===== config.mk =====
export PLATFORM = sky130hd
export DESIGN_NAME = gmii_rx_framer
export DESIGN_NICKNAME = d
export VERILOG_FILES = /design/src/rtl/eth_pkg.sv /design/src/rtl/eth_crc32_d8.sv /design/src/rtl/gmii_rx_framer.sv
export SDC_FILE = /design/constraint.sdc
export NUM_CORES = 1
export LEC_CHECK = 0
export ABC_AREA = 0
export CAP_MARGIN = 20
export CORE_MARGIN = 4
export CORE_UTILIZATION = 50
export DETAILED_ROUTE_END_ITERATION = 10
export GPL_TIMING_DRIVEN = 0
export PLACE_DENSITY_LB_ADDON = 0.12
export SYNTH_ARGS = -nofsm -noshare
export SYNTH_HDL_FRONTEND = slang
export SYNTH_SLANG_ARGS = --single-unit

===== constraint.sdc =====
create_clock -name CLOCK -period 3.95 [get_ports CLOCK]
set_input_delay 0.5925 -clock CLOCK [delete_from_list [all_inputs] [get_ports CLOCK]]
set_output_delay 0.5925 -clock CLOCK [all_outputs]
set_load 0.01 [all_outputs]

===== src/rtl/eth_pkg.sv =====
// Shared Ethernet constants and receive-FSM state encoding for the GMII framer and TX path.
package eth_pkg;

  localparam logic [7:0]  ETH_PREAMBLE  = 8'h55;
  localparam logic [7:0]  ETH_SFD       = 8'hD5;
  localparam logic [31:0] CRC32_POLY    = 32'hEDB88320;
  localparam logic [31:0] CRC32_INIT    = 32'hFFFFFFFF;
  localparam logic [31:0] CRC32_RESIDUE = 32'hDEBB20E3;
  localparam int          ETH_MIN_FRAME = 64;
  localparam int          ETH_MAX_FRAME = 1518;

  // state    | meaning
  // ST_IDLE  | waiting for rx_dv
  // ST_PRE   | inside preamble, waiting for SFD
  // ST_DATA  | receiving frame bytes after SFD
  // ST_DROP  | malformed preamble, discard until rx_dv drops
  typedef enum logic [1:0] {
    ST_IDLE = 2'd0,
    ST_PRE  = 2'd1,
    ST_DATA = 2'd2,
    ST_DROP = 2'd3
  } rxState_t;

endpackage


===== src/rtl/eth_crc32_d8.sv =====
// Combinational byte-wide CRC-32 step, reflected polynomial, data consumed LSB first.
module eth_crc32_d8
  import eth_pkg::*;
(
  input  logic [31:0] crcIn,
  input  logic [7:0]  dataIn,
  output logic [31:0] crcOut
);

  logic [31:0] c;

  always_comb begin
    c = crcIn;
    for (int i = 0; i < 8; i++) begin
      if (c[0] ^ dataIn[i]) c = (c >> 1) ^ CRC32_POLY;
      else                  c = c >> 1;
    end
    crcOut = c;
  end

endmodule


===== src/rtl/gmii_rx_framer.sv =====
// GMII receive framer: strips preamble/SFD, withholds the FCS through a 4-byte delay line,
// checks CRC-32 and keeps saturating frame statistics.
module gmii_rx_framer
  import eth_pkg::*;
#(
  parameter int MAX_LEN = ETH_MAX_FRAME,
  parameter int MIN_LEN = ETH_MIN_FRAME,
  parameter int LEN_W   = 16,
  parameter int CNT_W   = 16
) (
  input  logic             CLOCK,
  input  logic             RESET_N,
  input  logic             rx_dv,
  input  logic             rx_er,
  input  logic [7:0]       rxd,
  output logic             newpkt,
  output logic             dataValid,
  output logic [7:0]       data,
  output logic             pktEnd,
  output logic [LEN_W-1:0] pktLen,
  output logic             fcsErr,
  output logic             frameErr,
  output logic             runt,
  output logic             oversize,
  output logic [CNT_W-1:0] cntFrames,
  output logic [CNT_W-1:0] cntFcsErr,
  output logic [CNT_W-1:0] cntRunt,
  output logic [CNT_W-1:0] cntOvr
);

  localparam logic [LEN_W-1:0] MAX_LEN_W = LEN_W'(MAX_LEN);
  localparam logic [LEN_W-1:0] MIN_LEN_W = LEN_W'(MIN_LEN);
  localparam logic [LEN_W-1:0] OVR_LEN_W = LEN_W'(MAX_LEN + 1);

  rxState_t         state;
  logic [31:0]      crc;
  logic [31:0]      crcNext;
  logic [LEN_W-1:0] lenCnt;
  logic [LEN_W-1:0] lenNext;
  logic [3:0][7:0]  dly;
  logic [2:0]       fill;
  logic             erSeen;
  logic             lineFull;
  logic             overNext;

  function automatic logic [CNT_W-1:0] satInc(input logic [CNT_W-1:0] v, input logic en);
    return (en && (v != '1)) ? v + CNT_W'(1) : v;
  endfunction

  eth_crc32_d8 uCrc (
    .crcIn  (crc),
    .dataIn (rxd),
    .crcOut (crcNext)
  );

  // Length saturates one past the maximum so oversize stays visible without wrapping.
  assign lenNext  = (lenCnt >= OVR_LEN_W) ? lenCnt : lenCnt + LEN_W'(1);
  assign overNext = (lenNext > MAX_LEN_W);
  assign lineFull = (fill == 3'd4);

  always_ff @(posedge CLOCK or negedge RESET_N) begin
    if (!RESET_N) begin
      state     <= ST_IDLE;
      crc       <= CRC32_INIT;
      lenCnt    <= '0;
      dly       <= '0;
      fill      <= '0;
      erSeen    <= 1'b0;
      newpkt    <= 1'b0;
      dataValid <= 1'b0;
      data      <= '0;
      pktEnd    <= 1'b0;
      pktLen    <= '0;
      fcsErr    <= 1'b0;
      frameErr  <= 1'b0;
      runt      <= 1'b0;
      oversize  <= 1'b0;
      cntFrames <= '0;
      cntFcsErr <= '0;
      cntRunt   <= '0;
      cntOvr    <= '0;
    end else begin
      newpkt    <= 1'b0;
      dataValid <= 1'b0;
      pktEnd    <= 1'b0;

      case (state)
        ST_IDLE, ST_PRE: begin
          if (!rx_dv) begin
            state <= ST_IDLE;
          end else if (rxd == ETH_SFD) begin
            state  <= ST_DATA;
            newpkt <= 1'b1;
            crc    <= CRC32_INIT;
            lenCnt <= '0;
            dly    <= '0;
            fill   <= '0;
            erSeen <= 1'b0;
          end else if (rxd == ETH_PREAMBLE) begin
            state <= ST_PRE;
          end else begin
            state <= ST_DROP;
          end
        end

        ST_DATA: begin
          if (rx_dv) begin
            crc    <= crcNext;
            lenCnt <= lenNext;
            dly    <= {dly[2:0], rxd};
            if (!lineFull) fill <= fill + 3'd1;
            if (rx_er) erSeen <= 1'b1;
            // The oldest byte leaves as the newest arrives; nothing leaves once oversize.
            if (lineFull && !overNext) begin
              dataValid <= 1'b1;
              data      <= dly[3];
            end
          end else begin
            state     <= ST_IDLE;
            pktEnd    <= 1'b1;
            pktLen    <= lenCnt;
            fcsErr    <= (crc != CRC32_RESIDUE);
            frameErr  <= erSeen;
            runt      <= (lenCnt < MIN_LEN_W);
            oversize  <= (lenCnt > MAX_LEN_W);
            cntFrames <= satInc(cntFrames, 1'b1);
            cntFcsErr <= satInc(cntFcsErr, crc != CRC32_RESIDUE);
            cntRunt   <= satInc(cntRunt, lenCnt < MIN_LEN_W);
            cntOvr    <= satInc(cntOvr, lenCnt > MAX_LEN_W);
          end
        end

        ST_DROP: begin
          if (!rx_dv) state <= ST_IDLE;
        end

        default: state <= ST_IDLE;
      endcase
    end
  end

endmodule


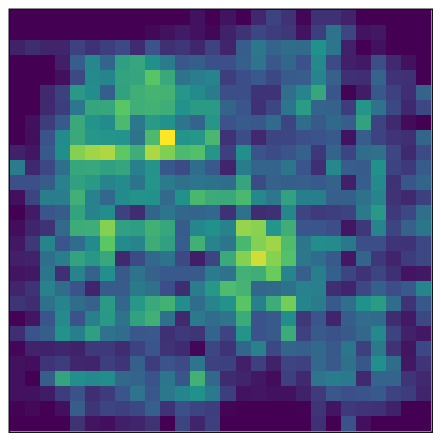
Run 1: signal metal coverage by tile
Scale: 3 px per micron. 28 x 28 tiles, from dark purple (low) to yellow (high), scaled to the fullest tile. Values are wire area over tile area, all layers added.
tiles over half the peak = 16%
fullest tile = 0.55
emptiest ninth of the die = north-east
densest ninth of the die = center
mean over tiles = 0.16
nearly empty tiles = 11%

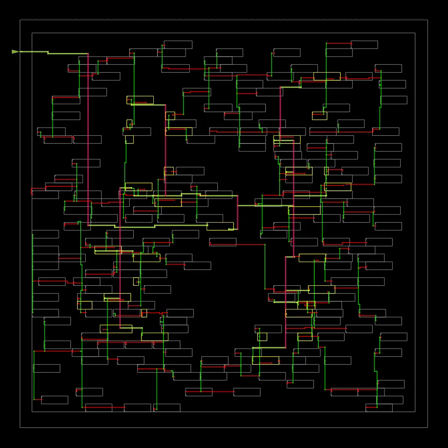
Run 1: clock nets
CTS buffer count: 17
layout clock buffer count: 21

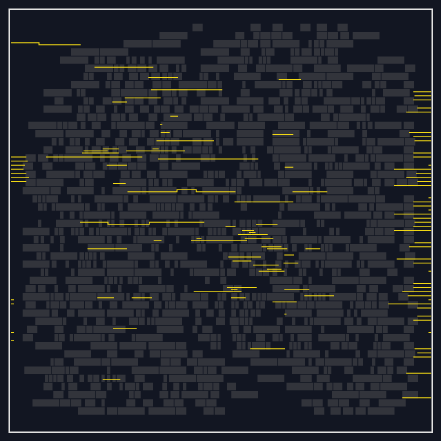
Run 1: M3 wires
Scale: 3 px per micron.
nets with wire on the layer = 97
share of all routed wire = 4.5%
number of vias after detailed routing: 6834
met3 usage in global routing: 3.55%

==> results_slide.txt, run 1 <==
Synthesis and Place & Route Summary

Critical path
  – Cell repeated most along the worst path: sky130_fd_sc_hd__nor2_1
  – Terminus of the critical flop-to-flop path: data[0]
  – RR Startpoint: lenCnt[1]
  – Type of element launching the critical path: primary input
  – Setup crit start: rxd[6]
  – Delay of the slowest cell on the worst path: 0.55 ns
  – Top fanout value on the critical path: 10
  – Reg-to-reg slack, setup: 0.88 ns
  – Number of cells on the worst reg-to-reg path: 10
  – Critical-path cell list: clkdlybuf4s50_1 -> or4bb_1 -> nor2_1 -> and3_1 -> clkbuf_1 -> nand2b_1 -> buf_1 -> nor2_1 -> a31oi_1
  – Crit path capture type: register
  – Signal arrival time at the worst endpoint: 3.47 ns
  – Slowest-stage cell, CP: sky130_fd_sc_hd__clkdlybuf4s50_1

Routing
  – Count of unresolved DRC violations after routing: 0
  – 1st-iter DRT viols: 468
  – Post-detailed-route wirelength per cell: 15.9 microns

STA
  – Fin. max-slew vios: 0
  – RSZ-0062 raised after global routing: false
  – Final number of hold-violating endpoints: 0
  – Setup_tns: 0 ns

CTS
  – CTS sink cnt: 181
  – Clk Latency, worst-skew pair: 0.43 ns
  – Cell at the root of the clock tree: sky130_fd_sc_hd__clkbuf_16
  – Clock Tree Buf Depth: 2
  – TritonCTS clock tree: built
  – Clock input transition at the sequential cells of the worst setup and hold paths: 0.07 ns

Die
  – Vertical extent of the die: 140 microns
  – Initial Utilization: 50.9%
  – X dimension of the die: 140 microns
  – Overall chip area: 0.0197 sq mm
  – Placement row count: 48

Placement
  – Placed Instances: 1219
  – Minimum setup slack after placement: 0.402 ns
  – Count of buffers from port buffering: 106
  – Placed cell areas: 0.0101 sq mm
  – Post-detailed-placement half-perimeter wirelength: 14.1 mm

Yosys
  – Netlist Area Pre-Place: 0.00877 sq mm
  – Portion of synthesized cell area occupied by the leading cell type: 42.5%
  – Post-synthesis cell type with the largest instance count: sky130_fd_sc_hd__nand2_1
  – Flip-flops with a built-in enable: 0
  – Number of distinct library cells after synthesis: 59
  – Warnings from Yosys: 0
  – Yosys Instances: 887
  – Synthesis-stage register bit count: 181
  – Register area share after synthesis: 52.1%
  – Average size of a mapped cell: 9.89 sq um
  – Synth Instances: 887
  – Top cells by area: sky130_fd_sc_hd__dfrtp_1, sky130_fd_sc_hd__xnor2_1, sky130_fd_sc_hd__dfstp_2, sky130_fd_sc_hd__nand2_1, sky130_fd_sc_hd__xor2_1

Run status
  – Result of the run: complete, no violations

Final layout
  – Count of nets after finishing: 1032
  – Fill cells: 1480
  – End-of-flow core utilization: 62.3%
  – Post-synthesis to final-layout area growth: 22.5%
  – Final cell count without fillers: 1251

Min path
  – Worst hold path type: primary input to async pin

Flow run
  – Number of max-cap violations: 0
  – OpenROAD warning count: 29

GRT
  – Total track usage: 21.1%
  – Largest net degree at the start of global routing: 109

Power
  – Total power after layout: 6.79 mW
  – Power density over the cells: 632 mW/mm^2
run 1: registers in the layout, summed over array words and instances, names as in the netlist:
register,flops
fcsErr,1
cntOvr,16
fill,3
frameErr,1
dly,32
crc,32
cntFcsErr,16
data,8
cntRunt,16
lenCnt,16
oversize,1
pktLen,16
cntFrames,16
runt,1
erSeen,1
state,2
pktEnd,1
newpkt,1
dataValid,1
run 1: worst max-delay path: cells and delay by family:
| family | cells | cell delay, ns |
|---|---|---|
| AOI/OAI and AO/OA | 1 | 0.18 |
| buffers and inverters | 3 | 1.39 |
| and+or+nand+nor | 5 | 1.30 |
run 1: layout make-up:
class / instances / area share, %
timing repair buffer: 107 / 10.2
clock buffer: 21 / 4.38
multi-input combinational: 644 / 36.9
buffer: 40 / 1.49
sequential: 181 / 42.5
tap: 225 / 2.62
clock inverter: 11 / 1.16
inverter: 22 / 0.769
run 1: layout by cell type, fill, tap and decap left out, drive strengths merged, types with 10 or more instances in the layout:
cell type / n
a21oi: 39
buf: 17
clkbuf: 46
clkdlybuf4s50: 105
dfrtp: 149
dfstp: 32
inv: 23
nand2: 160
nand3: 26
nand4: 27
nor2: 48
nor3: 24
nor4: 10
o21ai: 59
o22ai: 10
xnor2: 103
xor2: 35
run 1: report_power, final:
part | switching (mW) | internal [mW]
Clock | 0.719 | 0.984
Sequential | 0.335 | 2.31
Combinational | 1.25 | 1.18
Total | 2.31 | 4.48
run 1: worst max-delay path by stage:
stage	slack, ns	to	cells past startpoint
2_1_floorplan	1.36	data[0]	10
3_3_place_gp	-5.27	dly[4]	1
3_5_place_dp	0.40	crc[30]	9
4_1_cts	0.84	crc[30]	9
5_1_grt	0.65	crc[19]	9
6_report	0.82	crc[30]	9
run 1: layer usage:
metal / global-route usage [%] / share of wire (%) / vias to the layer above
met1: 30.9 / 47 / 3343
met5: 0 / 0 / -
met4: 5.81 / 1.2 / 0
met3: 3.55 / 4.5 / 23
met2: 32.6 / 47 / 162
li1: - / - / 3306
run 1: logic make-up (layout without fill, tap and decap cells):
kind of cell	Yosys count	after routing	share of synthesized area, %
AND-OR/OR-AND	142	142	9.68
flip-flops	181	181	52.1
adder cells (fa/ha/maj)	7	7	0.998
XOR/XNOR	138	138	13.9
buffers and inverters	62	201	2.77
AND/OR/NAND/NOR	351	351	19.9
multiplexers	6	6	0.742
Run 1, placed cells, one color a class:
Scale: 3 px per micron.
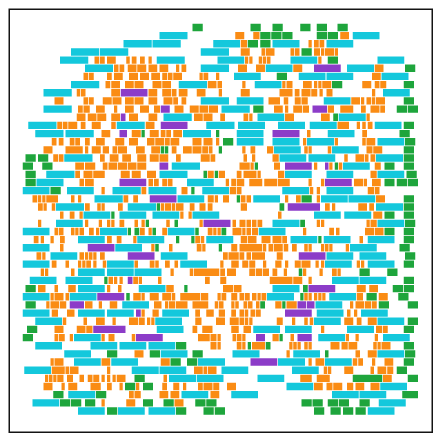

==> inputs of run 2 (changes only) <==
==> constraint.sdc (replaced) <==
create_clock -name CLOCK -period 2.7 [get_ports CLOCK]
set_input_delay 0.405 -clock CLOCK [delete_from_list [all_inputs] [get_ports CLOCK]]
set_output_delay 0.405 -clock CLOCK [all_outputs]
set_load 0.01 [all_outputs]
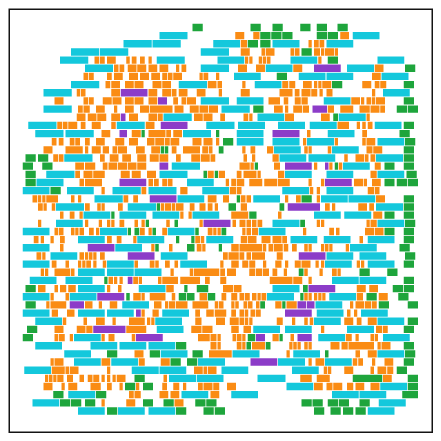
Run 2: placed cells, one color a class
Scale: 3 px per micron.
all other logic -> orange  # cells 667
clock drivers and dummy loads -> purple  # cells 32
other buffers and delay cells -> green  # cells 154
flip-flops -> cyan  # cells 181

==> run 2 against run 1 <==
  * Clock-buffer cell count stayed put
  * Worst hold slack better by 0.37 ns
  * Via count is 0.75% higher
  * First-iteration DRC count is 2.4% lower
  * Critical path depth is 2 higher
  * Synthesized cell count stayed put
  * Combinational power is 49% higher
  * Register-to-register slack worse by 0.85 ns
  * Largest cell class unchanged
  * Highest routed layer unchanged
==> results_slide.txt, run 2 <==
Synthesis and Place & Route Summary

Critical path
  – Signal arrival time at the worst endpoint: 3.00 ns
  – Top fanout value on the critical path: 8
  – Critical setup path kind: register to register
  – Type of element launching the critical path: register
  – Crit path capture type: register
  – Setup crit start: lenCnt[1]
  – Required time of the critical path: 3.03 ns
  – RR Startpoint: lenCnt[1]

Yosys
  – Flip-flops with a built-in enable: 0
  – Top cells by area: sky130_fd_sc_hd__dfrtp_1, sky130_fd_sc_hd__xnor2_1, sky130_fd_sc_hd__dfstp_2, sky130_fd_sc_hd__nand2_1, sky130_fd_sc_hd__xor2_1
  – Yosys Instances: 887
  – Post-synthesis cell type with the largest instance count: sky130_fd_sc_hd__nand2_1
  – Average size of a mapped cell: 9.89 sq um
  – Cell type with the largest total area after synthesis: sky130_fd_sc_hd__dfrtp_1
  – Register area share after synthesis: 52.1%
  – Post-synth net total: 906
  – Most frequently used flop master after synthesis: sky130_fd_sc_hd__dfrtp_1
  – Warnings from Yosys: 0
  – Synth Instances: 887
  – Portion of synthesized cell area occupied by the leading cell type: 42.5%
  – Commonest cells in the synthesized netlist: sky130_fd_sc_hd__nand2_1, sky130_fd_sc_hd__dfrtp_1, sky130_fd_sc_hd__xnor2_1, sky130_fd_sc_hd__o21ai_0, sky130_fd_sc_hd__nor2_1
  – Synthesis-stage register bit count: 181
  – Number of distinct library cells after synthesis: 59
  – Netlist Area Pre-Place: 0.00877 sq mm
  – Async set-reset flop share out of synthesis: 100%
  – Post-synth area from yosys stat: 0.00877 sq mm

Min path
  – Hold wc startpoint: erSeen
  – Worst hold path type: register to register

CTS
  – Clk Latency, worst-skew pair: 0.43 ns
  – Clock Tree Buf Depth: 2
  – CTS sink cnt: 181
  – CTS buffer count: 17
  – Clock input transition at the sequential cells of the worst setup and hold paths: 0.07 ns
  – Maximum level of the CTS H-tree: 4
  – TritonCTS clock tree: built
  – Cell at the root of the clock tree: sky130_fd_sc_hd__clkbuf_16

GRT
  – Via count of the first global-routing pass: 6703
  – First-pass GRT wire length: 34.4 mm
  – Total track usage: 21.3%
  – Largest net degree at the start of global routing: 109
  – Remaining global-route overflow: 0

STA
  – Worst max-slew margin expressed relative to the limit: 27.9%
  – Final count of negative-setup-slack endpoints: 0
  – Worst hold slack: 0.477 ns
  – Final number of hold-violating endpoints: 0
  – Worst setup skew after layout: 0.0118 ns
  – RSZ-0062 raised after global routing: true
  – Setup_tns: 0 ns
  – Fin crit period: 2.67 ns
  – Transition time at the pin with the least slew margin: 1.07 ns
  – Fin. max-slew vios: 0

Routing
  – Post-detailed-route wirelength per cell: 16.3 microns
  – Count of unresolved DRC violations after routing: 0
  – Number of vias after detailed routing: 6885
  – 1st-iter DRT viols: 457
  – Routed vias/inst: 5.47
  – Number of nets still failing antenna checks after routing: 0
  – Post-detailed-routing wire length: 20.5 mm

Die
  – X dimension of the die: 140 microns
  – Initial Utilization: 50.9%
  – Number of I/O pins: 107
  – Vertical extent of the die: 140 microns
  – Placement row count: 48
  – Overall chip area: 0.0197 sq mm
  – Core Area: 0.0172 sq mm

Placement
  – Minimum setup slack after placement: -0.660 ns
  – Post-detailed-placement half-perimeter wirelength: 14.1 mm
  – Count of buffers from port buffering: 106
  – Placed Instances: 1219

Final layout
  – Final cell count without fillers: 1259
  – Share of layout cells above drive strength 1: 11.9%
  – Commonest Layout Cell: sky130_fd_sc_hd__nand2_1
  – Count of nets after finishing: 1040
  – Registers with the most flip-flops: crc (32), dly (32)
  – Leading cell types in the layout, fill and taps excluded: sky130_fd_sc_hd__nand2_1, sky130_fd_sc_hd__dfrtp_1, sky130_fd_sc_hd__clkdlybuf4s50_1, sky130_fd_sc_hd__xnor2_1, sky130_fd_sc_hd__o21ai_0
  – Post-synthesis to final-layout area growth: 25.0%
  – # diodes: 0
  – Fill cells: 1444

Power
  – Peak supply drop: 0.671 mV
  – Power density over the cells: 913 mW/mm^2

Run status
  – Result of the run: complete, no violations

Flow run
  – OpenROAD warning count: 30
  – Number of max-cap violations: 0
[run 2: report_power, final]
part / internal (mW) / total, mW / switching (mW)
clock network: 1.44 / 2.49 / 1.05
registers: 3.38 / 3.88 / 0.499
logic: 1.77 / 3.64 / 1.87
[run 2: metal layers]
metal	wire, microns	track usage, %	vias to the layer above
met4	230	5.81	0
met1	9710	31.1	3391
met2	9670	33.0	147
met3	869	3.52	25
met5	0	0	-
li1	-	-	3322
[run 2: worst max-delay path, cell delays in order (launching register included)]
cell,delay [ns]
sky130_fd_sc_hd__dfrtp_2,0.44
sky130_fd_sc_hd__ha_1,0.18
sky130_fd_sc_hd__buf_2,0.16
sky130_fd_sc_hd__and3_1,0.19
sky130_fd_sc_hd__buf_2,0.15
sky130_fd_sc_hd__and3b_1,0.17
sky130_fd_sc_hd__and2_2,0.23
sky130_fd_sc_hd__xnor2_2,0.15
sky130_fd_sc_hd__nor4_4,0.26
sky130_fd_sc_hd__buf_4,0.21
sky130_fd_sc_hd__a21boi_4,0.11
sky130_fd_sc_hd__a221oi_1,0.32
[run 2: layout make-up]
cell class              count  area, sq um  area share [%]
flip-flops and latches    181         4570            41.7
multi-input cells         645         4110            37.5
repair buffers            116         1170            10.6
clock buffers              21          470            4.29
well taps                 225          282            2.57
plain buffers              38          156            1.43
clock inverters            11          125            1.14
inverters                  22         82.6           0.753
[run 2: final timing paths]
path	slack (ns)	endpoint	depth (start not counted)
min in group asynchronous	0.52	cntRunt[8]	2
max in group asynchronous	1.23	crc[31]	3
min	0.48	frameErr	2
min reg2reg	0.48	frameErr	2
max reg2reg	0.03	data[4]	11
max	0.03	data[4]	11
[run 2: cells by family (layout without fill, tap and decap cells)]
kind of cell / after synthesis / after routing / share of synthesized area (%)
AND-OR/OR-AND: 142 / 143 / 9.68
XOR/XNOR: 138 / 138 / 13.9
adder cells (fa/ha/maj): 7 / 7 / 0.998
buffers and inverters: 62 / 208 / 2.77
flip-flops: 181 / 181 / 52.1
multiplexers: 6 / 6 / 0.742
AND/OR/NAND/NOR: 351 / 351 / 19.9
[run 2: timing repair]
| action | 4_1_cts | 5_1_grt |
|---|---|---|
| buffers inserted | 3 | 6 |
| gates cloned | 0 | 1 |
| pin swaps | 2 | 5 |
| hold buffers | 1 | 0 |
| endpoints found under the setup margin | 48 | 39 |
| hold endpoints to repair | 73 | 0 |
| gates resized | 11 | 23 |
[run 2: per-stage QoR]
step / util [%] / instance area [sq um] / power (mW)
finish: 63.6 / 11000 / 10.0
global route: 63.6 / 11000 / 10.6
CTS: 62.8 / 10800 / 10.0
detailed placement: 58.9 / 10100 / 7.44
global placement: 58.7 / 10100 / 7.39
floorplan: - / 8770 / 6.47
Power and IR drop assume default switching activity.
